==> images/layers.png <==
Bar = 20 µm. Only two layers are drawn.
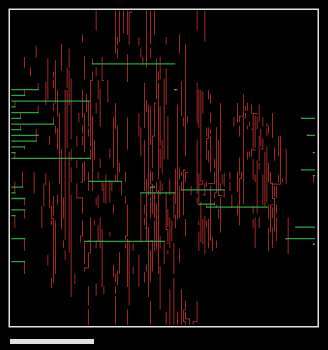
==> images/ff_map.png <==
Bar = 20 µm.
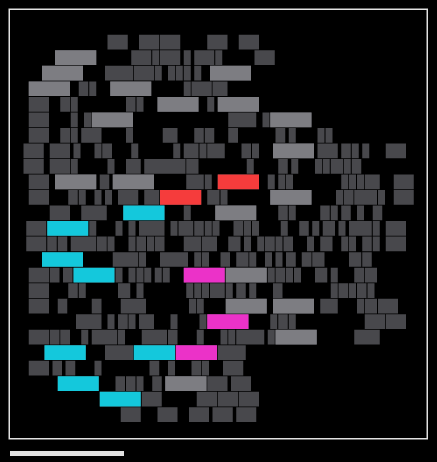
==> images/congestion_map.png <==
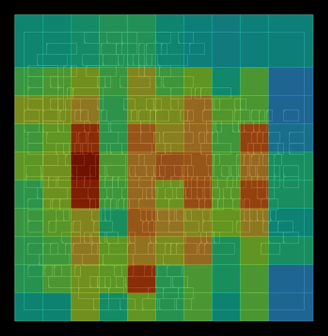
[src/rtl/overture_pkg.sv]
// Shared types and constants for the overture lock environment.
// Feedback codes, CPU opcode fields and lock state encoding.
package overture_pkg;

  typedef enum logic [1:0] {
    ST_IDLE,
    ST_ARMED,
    ST_SOLVED,
    ST_LOCKED
  } lock_state_t;

  localparam logic [7:0] FB_LOW    = 8'h00;
  localparam logic [7:0] FB_HIGH   = 8'h01;
  localparam logic [7:0] FB_MATCH  = 8'h02;
  localparam logic [7:0] FB_LOCKED = 8'h03;
  localparam logic [7:0] FB_NONE   = 8'hFF;

  localparam logic [2:0] OUT_REG   = 3'b110;
  localparam logic [1:0] MOV_CLASS = 2'b10;

  function automatic logic [7:0] cmp_code(
    input logic [7:0] g,
    input logic [7:0] s
  );
    if (g < s)
      return FB_LOW;
    else if (g > s)
      return FB_HIGH;
    else
      return FB_MATCH;
  endfunction

  function automatic logic [7:0] sat_inc(
    input logic [7:0] v
  );
    return (v == 8'hFF) ? v : v + 8'd1;
  endfunction

endpackage

[src/rtl/overture_lock_env_if.sv]
// CPU-side bus between overture_cpu and the lock.
// master is the CPU side, slave is the lock side.
interface overture_lock_env_if;
  logic       run;
  logic [7:0] instr_debug;
  logic [7:0] out_port;
  logic [7:0] in_port;

  modport master (
    output run,
    output instr_debug,
    output out_port,
    input  in_port
  );

  modport slave (
    input  run,
    input  instr_debug,
    input  out_port,
    output in_port
  );
endinterface

[src/rtl/overture_out_snoop.sv]
// Watches the CPU instruction stream for writes to OUT.
// Emits one wr_valid cycle per write, carrying out_port.
module overture_out_snoop
  import overture_pkg::*;
(
  input  logic       clk,
  input  logic       reset,
  input  logic       run,
  input  logic [7:0] instr_debug,
  input  logic [7:0] out_port,
  output logic       wr_valid,
  output logic [7:0] wr_data
);

  logic pend;
  logic hit;

  assign hit = run
    && (instr_debug[7:6] == MOV_CLASS)
    && (instr_debug[2:0] == OUT_REG);

  // OUT holds the new value one cycle after the instruction
  always_ff @(posedge clk) begin
    if (reset)
      pend <= 1'b0;
    else
      pend <= hit;
  end

  assign wr_valid = pend;
  assign wr_data  = out_port;

endmodule

[src/rtl/overture_lock_env.sv]
// Guessing-game lock driven by the overture CPU OUT port.
// Feedback returns to the CPU through in_port.
module overture_lock_env
  import overture_pkg::*;
#(
  parameter int unsigned MAX_GUESSES = 8
) (
  input  logic       clk,
  input  logic       reset,
  overture_lock_env_if.slave cpu,
  input  logic [7:0] secret,
  input  logic       load_secret,
  output logic [7:0] guess_count,
  output logic [7:0] last_guess,
  output logic       solved,
  output logic       locked_out
);

  lock_state_t state, state_n;
  logic [7:0]  sec_q, sec_n;
  logic [7:0]  fb_q, fb_n;
  logic [7:0]  cnt_q, cnt_n;
  logic [7:0]  last_q, last_n;
  logic [7:0]  cnt_inc;
  logic        wr_valid;
  logic [7:0]  wr_data;
  logic        eval;
  logic        hit_max;

  overture_out_snoop u_snoop (
    .clk         (clk),
    .reset       (reset),
    .run         (cpu.run),
    .instr_debug (cpu.instr_debug),
    .out_port    (cpu.out_port),
    .wr_valid    (wr_valid),
    .wr_data     (wr_data)
  );

  assign cnt_inc = sat_inc(cnt_q);
  assign hit_max = (MAX_GUESSES != 0)
    && (32'(cnt_inc) == MAX_GUESSES);
  assign eval = wr_valid && !load_secret
    && (state == ST_ARMED);

  always_comb begin
    state_n = state;
    sec_n   = sec_q;
    fb_n    = fb_q;
    cnt_n   = cnt_q;
    last_n  = last_q;
    unique case (1'b1)
      load_secret: begin
        state_n = ST_ARMED;
        sec_n   = secret;
        fb_n    = FB_NONE;
        cnt_n   = 8'h00;
        last_n  = 8'h00;
      end
      eval: begin
        cnt_n  = cnt_inc;
        last_n = wr_data;
        fb_n   = cmp_code(wr_data, sec_q);
        if (wr_data == sec_q) begin
          state_n = ST_SOLVED;
        end else if (hit_max) begin
          state_n = ST_LOCKED;
          fb_n    = FB_LOCKED;
        end
      end
      default: ;
    endcase
  end

  always_ff @(posedge clk) begin
    if (reset) begin
      state      <= ST_IDLE;
      sec_q      <= 8'h00;
      fb_q       <= FB_NONE;
      cnt_q      <= 8'h00;
      last_q     <= 8'h00;
      solved     <= 1'b0;
      locked_out <= 1'b0;
    end else begin
      state      <= state_n;
      sec_q      <= sec_n;
      fb_q       <= fb_n;
      cnt_q      <= cnt_n;
      last_q     <= last_n;
      solved     <= (state_n == ST_SOLVED);
      locked_out <= (state_n == ST_LOCKED);
    end
  end

  assign cpu.in_port = fb_q;
  assign guess_count = cnt_q;
  assign last_guess  = last_q;

endmodule

[src/flat_wrapper.sv]
// flat-port wrapper written by rule: the top's interface ports become plain ports
module overture_lock_env_flat import overture_pkg::*;
#(
  parameter int unsigned MAX_GUESSES = 8
)
  (clk, reset, secret, load_secret, guess_count, last_guess, solved, locked_out, cpu_run, cpu_instr_debug, cpu_out_port, cpu_in_port);
  overture_lock_env_if cpu_i ();
  input  logic clk;
  input  logic reset;
  input  logic [7:0] secret;
  input  logic load_secret;
  output logic [7:0] guess_count;
  output logic [7:0] last_guess;
  output logic solved;
  output logic locked_out;
  input wire logic [$bits(cpu_i.run)-1:0] cpu_run;
  input wire logic [$bits(cpu_i.instr_debug)-1:0] cpu_instr_debug;
  input wire logic [$bits(cpu_i.out_port)-1:0] cpu_out_port;
  output wire logic [$bits(cpu_i.in_port)-1:0] cpu_in_port;
  assign cpu_i.run = cpu_run;
  assign cpu_i.instr_debug = cpu_instr_debug;
  assign cpu_i.out_port = cpu_out_port;
  assign cpu_in_port = cpu_i.in_port;
  overture_lock_env #(.MAX_GUESSES(MAX_GUESSES)) u_core (.clk(clk), .reset(reset), .cpu(cpu_i), .secret(secret), .load_secret(load_secret), .guess_count(guess_count), .last_guess(last_guess), .solved(solved), .locked_out(locked_out));
endmodule
[config.mk]
export PLATFORM = sky130hd
export DESIGN_NAME = overture_lock_env_flat
export DESIGN_NICKNAME = d
export VERILOG_FILES = /design/src/rtl/overture_pkg.sv /design/src/rtl/overture_lock_env_if.sv /design/src/rtl/overture_out_snoop.sv /design/src/rtl/overture_lock_env.sv /design/src/flat_wrapper.sv
export SDC_FILE = /design/constraint.sdc
export NUM_CORES = 1
export LEC_CHECK = 0
export ABC_AREA = 1
export CAP_MARGIN = 20
export CORE_AREA = 2 2 71 73
export CTS_BUF_LIST = sky130_fd_sc_hd__clkbuf_8 sky130_fd_sc_hd__clkbuf_16
export DETAILED_ROUTE_END_ITERATION = 16
export DIE_AREA = 0 0 73 75
export PLACE_DENSITY = 0.68
export SLEW_MARGIN = 10
export SYNTH_ARGS = -nofsm -noshare
export SYNTH_HDL_FRONTEND = slang
export SYNTH_HIERARCHICAL = 1
export SYNTH_SLANG_ARGS = --single-unit
export TNS_END_PERCENT = 5
[constraint.sdc]
create_clock -name clk -period 2.25 [get_ports clk]
set_input_delay 0.45 -clock clk [delete_from_list [all_inputs] [get_ports clk]]
set_output_delay 0.45 -clock clk [all_outputs]
set_load 0.02 [all_outputs]
==> impl_metrics.env <==
# implementation run metrics
export IMPL_outcome="complete, no violations"
export IMPL_root_buffer="clkbuf_8"
export IMPL_required_ps=1800
export IMPL_clk_pin_slew_ps=70
export IMPL_firstDrtPassIters=5
export IMPL_timing_final_crit_share_pct=82.8
export IMPL_drc=0
export IMPL_ant_nets=0
export IMPL_netlist_cell_type_count=29
export IMPL_cts_sinks=32
export IMPL_ys_flop_type="dfxtp_1"
export IMPL_edf_count=0
export IMPL_std_cell_rows=25
export IMPL_synth_area_leader_cell="dfxtp_1"
export IMPL_ys_seq_elements=32
export IMPL_worstMarginPinSlew_ps=356
export IMPL_postCtsSetupRepairBufs=0
export IMPL_die_h_um=75
export IMPL_die_x_um=73
export IMPL_drv_cap=0
export IMPL_yosys_warnings=6
export IMPL_p_per_area_nw_per_um2=490
export IMPL_crit_path_cell_trace="clkdlybuf4s50_1"
export IMPL_yosys_cells=261
export IMPL_hold_violations=0
export IMPL_p_leak_nw=1.01
export IMPL_crit_path_end_kind="output port"
export IMPL_crit_fanout=8
export IMPL_setup_viol=0
export IMPL_setup_tns_ps=0
export IMPL_final_core_util_pct=51.2
export IMPL_hold_ws_ps=460
export IMPL_clk_insertion_delay_late_ps=290
export IMPL_core_util_floorplan_pct=39.1
export IMPL_grt_ovfl_total=0
export IMPL_topCellsByArea="dfxtp_1 35%, nand2_1 14%, a21oi_1 7.4%, inv_1 6.8%, ha_1 6.2%"
export IMPL_stdcell_count=360
export IMPL_slew_headroom_pct=76.3
export IMPL_ir_drop_v=0.000421
export IMPL_cts_tree="yes"
export IMPL_report_final_slew_viol_count=0
export IMPL_crit_slowest_cell="clkdlybuf4s50_1"
export IMPL_grt_pass1_wl_um=6710
export IMPL_yosysMostFrequentCell="nand2_1"
export IMPL_dpl_instance_area_um2=2300
export IMPL_hold_class="flip-flop to flip-flop"
export IMPL_fmax_mhz=537
export IMPL_gr_usage_all_layers_pct=15.9
export IMPL_io_pin_count=54
export IMPL_synth_nets=298
export IMPL_dp_hpwl_um=3000
export IMPL_drive_gt1_share_pct=9.15
export IMPL_die_area_um2=5480
export IMPL_core_um2=4660
export IMPL_cpLargestDelayFamily="buffers and inverters"
export IMPL_clockBufferDepth=2
export IMPL_final_nets=342
export IMPL_rsz0062_at_grt="false"
export IMPL_routed_via_density=4.68
export IMPL_cts_hold_buf=0
export IMPL_period_needed_ps=1860
export IMPL_port_buffer_count=50
export IMPL_path_buffers=1
export IMPL_antenna_found_initial=0
export IMPL_syn_inst=261
export IMPL_syn_to_final_growth_pct=31.0
export IMPL_synth_async_reset_ratio_pct=0
export IMPL_yosys_stat_area_um2=1820
export IMPL_drt_iter0_drc=97
export IMPL_numCtsBuffers=5
export IMPL_cpPeakStageDelay_ps=660
export IMPL_final_cell_area_um2=2390
export IMPL_htreeDepth=2
export IMPL_avgSynthCellArea_um2=6.98
export IMPL_ys_seq_share_pct=35.1
export IMPL_cts_resized=0
export IMPL_warning_count=29
export IMPL_worstSetupPathType="flip-flop to output port"
export IMPL_grt_max_degree=20
export IMPL_place_gp_congestion=0.856
Notes on layers.png above:
Key: M3 = green [wire length 201 µm]; M2 = red [wire length 1,880 µm]
routed len/inst: 10.9 µm
via count: 1,683
DRT Wirelength: 3920 µm

Notes on ff_map.png above:
Key: u_core/sec_q = cyan [placed flops 8]; u_core/cpu.in_port = magenta [placed flops 3]; u_core/state = red [placed flops 2]

Notes on congestion_map.png above:
met3 Usage GRT: 4.42%
GR met1 Demand/Resource: 19.0%
most used routing layer: met2

[kinds of logic (layout without fill, tap and decap cells)]
family	after synthesis	count (layout)	share of synthesized area, %
compound gates	42	42	12.2
buf+inv	54	99	15.4
simple gates	123	123	30.6
fa+ha+maj	9	9	6.18
xor+xnor	1	1	0.481
flops	32	32	35.1
[metal layers]
metal	part of all wire (%)	wire, µm	global-route usage, %
met1	46	1790	19.0
met2	48	1880	27.2
met3	5.1	201	4.42
met4	1.3	49	6.17
met5	0	0	0
[power breakdown]
group / internal [mW] / switching (mW)
clock: 0.244 / 0.207
combinational: 0.0723 / 0.0646
sequential: 0.579 / 0.00362
total: 0.895 / 0.275
[cell type report]
type                    instances  area, µm²
fillers                       462       2270
multi-input cells             175        902
flip-flops and latches         32        641
repair buffers                 57        553
inverters                      34        133
clock buffers                   6       82.6
well taps                      54       67.6
clock inverters                 2       10.0
[flip-flops by register name, summed over array words and instances (netlist names)]
| name | cells |
|---|---|
| u_core/u_snoop/wr_valid | 1 |
| u_core/guess_count | 8 |
| u_core/cpu.in_port | 3 |
| u_core/locked_out | 1 |
| u_core/solved | 1 |
| u_core/last_guess | 8 |
| u_core/sec_q | 8 |
| u_core/state | 2 |
[final timing paths]
path                                 startpoint                           endpoint  slack, ps  cells after the start
max          u_core/guess_count[0]$_SDFFE_PP0N_                     guess_count[0]        390                      1
min reg2reg   u_core/last_guess[0]$_SDFFE_PP0N_  u_core/last_guess[0]$_SDFFE_PP0N_        460                      2
max reg2reg  u_core/guess_count[0]$_SDFFE_PP0N_       u_core/locked_out$_SDFF_PP0_        450                     12
min           u_core/last_guess[0]$_SDFFE_PP0N_  u_core/last_guess[0]$_SDFFE_PP0N_        460                      2
[metrics by stage]
| stage | setup slack (ps) | power (mW) |
|---|---|---|
| after global routing | 258 | 1.24 |
| after CTS | 385 | 1.19 |
| final | 387 | 1.17 |
| after floorplan | 541 | 0.677 |
| after detailed placement | 157 | 0.733 |
| after global placement | 162 | 0.730 |
[placed cells by master, fill, tap and decap left out, types with 2 or more instances in the layout]
master and instances:
nand2_1 69, clkdlybuf4s50_1 50, inv_1 33, dfxtp_1 32, a21oi_1 27, nor2_1 18, nand3_1 16, o21ai_0 11
ha_1 9, buf_4 7, clkbuf_8 6, nand2_2 5, nand4_1 4, clkinv_2 2, nor2_4 2, nor3_1 2
No activity file was given, so power comes from the tool's default toggle rates.
